==> config.mk <==
export PLATFORM = sky130hd
export DESIGN_NAME = qracc_sram_bridge
export DESIGN_NICKNAME = d
export VERILOG_FILES = /design/src/rtl/qracc_sram_bridge.sv
export SDC_FILE = /design/constraint.sdc
export NUM_CORES = 1
export LEC_CHECK = 0
export CAP_MARGIN = 20
export CORE_ASPECT_RATIO = 2
export CORE_UTILIZATION = 39
export DETAILED_ROUTE_END_ITERATION = 8
export PLACE_DENSITY = 0.79
export SKIP_LAST_GASP = 1
export SYNTH_ARGS = -nofsm -noshare
export SYNTH_HDL_FRONTEND = slang
export SYNTH_SLANG_ARGS = --single-unit
==> constraint.sdc <==
create_clock -name clk -period 2.9 [get_ports clk]
set_input_delay 0.58 -clock clk [delete_from_list [all_inputs] [get_ports clk]]
set_output_delay 0.58 -clock clk [all_outputs]
set_load 0.01 [all_outputs]
closeup.png
Region (41, 23) to (61, 43) um. Cells in gray, sequential cells in the stronger gray; small squares are vias.
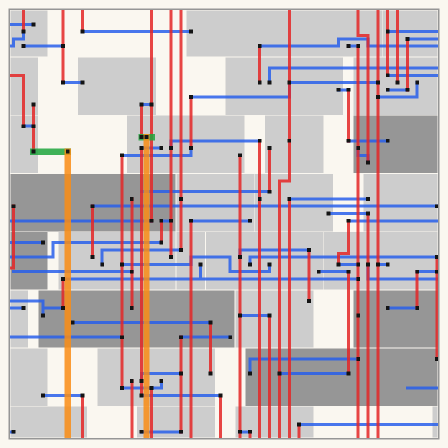
[M2] red
[M3] green
[M1] blue
[M4] orange
most frequent: clkdlybuf4s50_1 (9), mux2_4 (7), dfrtp_1 (3)
sequential cells in the window: 3
cells with their middle in the window: 22

layers.png
Scale: 4 px per um.
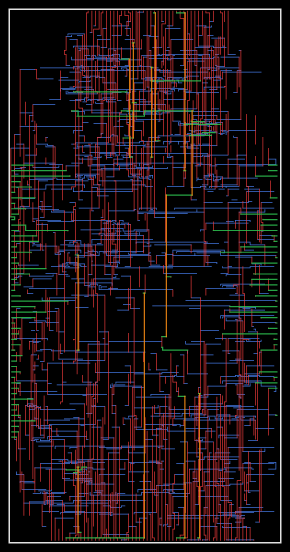
[M3] green | wire length: 493 um
[M2] red | wire length: 5180 um
[M1] blue | wire length: 3440 um
[M4] orange | wire length: 371 um
final WL: 9.49 mm
drt wl/cell: 17.0 um
GRT Resource Usage Total: 0.228

clock_wires.png
Scale: 3 px per um.
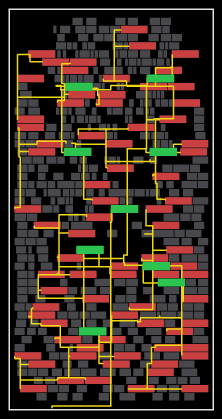
[clock-net drivers] green | count: 9
[flip-flops] red | count: 77
[clock wires] yellow | length: 1030 um
flops lie: spread over the die
P_clk: 1.11 mW
Worst-Skew Late Latency: 0.33 ns
clock group share of total power: 0.277
clk_skew: 0.00752 ns

congestion_map.png
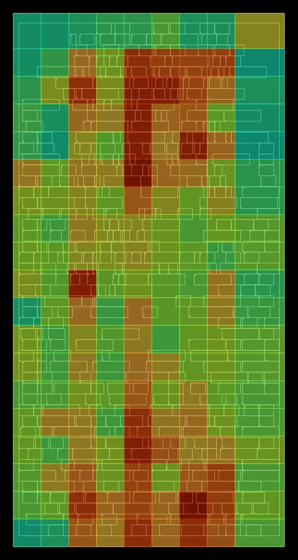
most used routing layer: met2
global-route met1 utilization: 0.250

==> metrics.yaml <==
status:
  status: "finished, final reports clean"
final_timing:
  setup_violations: 0
  rsz0062_at_grt: "no"
  max_freq_ghz: 0.409
  period_needed_ns: 2.44
  finalWorstSetupSlack_ns: 0.456
  tns_ns: 0
  drv_slew: 0
  fin_hold_ws_ns: 0.498
  min_period_over_period: 0.843
power:
  ir_drop_v: 0.000429
  combinationalPower_mw: 1.37
  power.density_nw_per_um2: 716
  switching_share: 0.316
  p_int_mw: 2.73
  power_mw: 3.99
  top_power_group: "registers"
  p_switching_mw: 1.26
drt:
  ant_nets: 0
  vias_per_cell: 5.17
  wl_met1_mm: 3.44
  wl_met2_mm: 5.18
  wl_met3_um: 492
worst_setup_path:
  critical_path_class: "reg -> out"
  endpoint_kind: "output port"
  r2r_cells: 5
  cp_max_fo: 11
  path_delay_family: "buffers and inverters"
  arrival_ns: 1.86
final_layout:
  dominant_cells: "registers"
  clk_share: 0.0526
  seqCellArea_um2: 1930
  buffers_excl_clock: 191
  n_fill_cell: 620
  inverters: 4
  diodes: 0
  sh_comb_area: 0.237
  num-clock-buffers: 10
  final_util: 0.672
  lay_top_cells: "clkdlybuf4s50_1, dfrtp_1, nand2_1"
  instances_no_fill: 560
  seq_share: 0.346
  drive_above_1_share: 0.160
clock_tree:
  cts_tree: "done"
  clk_pin_slew_worst_paths_ns: 0.06
  cts_setup_buffers: 0
  cts_hold_buf: 0
  cts_max_level: 3
  numCtsBuffers: 9
  clkSinkCount: 77
die:
  die_h_um: 133
  initCoreUtil: 0.404
  die_w_um: 67.5
  rows: 47
  io_pins: 178
  nWellTaps: 98
  dieArea_um2: 8980
logic_synthesis:
  yosys-stat-cells: 273
  postSynthCellCount: 273
  mux_area_frac: 0.164
  netlist_area_um2: 3350
  top_area_frac: 0.576
  yosys.area_share.simple: 0.132
  top_logic_kind: "multiplexers"
  synthDistinctLibCells: 28
  synth_warnings: 0
  synth.avg_cell_area_um2: 12.3
  ys_sh_xor: 0
  ys_ff: 77
  ys_sh_aoi: 0.0969
  yosysTopAreaCell: "dfrtp_1"
grt:
  grt_pass1_vias: 3073
  grt_max_degree: 34
  grt_use_met2: 0.389
  grtUsageMet3: 0.0543
  antenna_found_initial: 0
min_path:
  hold_path.class: "reg -> reg"
  worstHoldPathCells: 1
job:
  warnings: 26
place:
  hpwl_mm: 7.11
  placedInstanceArea_um2: 5280
  dpl.cell_count: 544
  io_buffers: 177
==> synth_stat cells <==
library cell  count
a21o_1            1
a21oi_1           1
a22o_1           11
a31oi_1           1
and2_1            1
and3b_1           1
buf_2             1
buf_6             3
clkbuf_1         14
dfrtp_1          77
inv_1             4
mux2_2           10
mux2_4           29
nand2_1          47
nand2b_1          2
nand3_1          22
nand4_1           1
nand4_2           1
nor2_1            4
nor3_1            1
nor3b_1           1
nor4_1            5
nor4b_4           1
o211ai_1         22
o21ai_0           7
o41ai_1           1
or2_2             1
or3_1             3
==> kinds of logic after synthesis <==
family / count (synthesis)
AND-OR/OR-AND: 44
buffers and inverters: 22
flip-flops: 77
multiplexers: 39
AND/OR/NAND/NOR: 91
Power figures rest on the tool's default switching activity, not on a simulated workload.
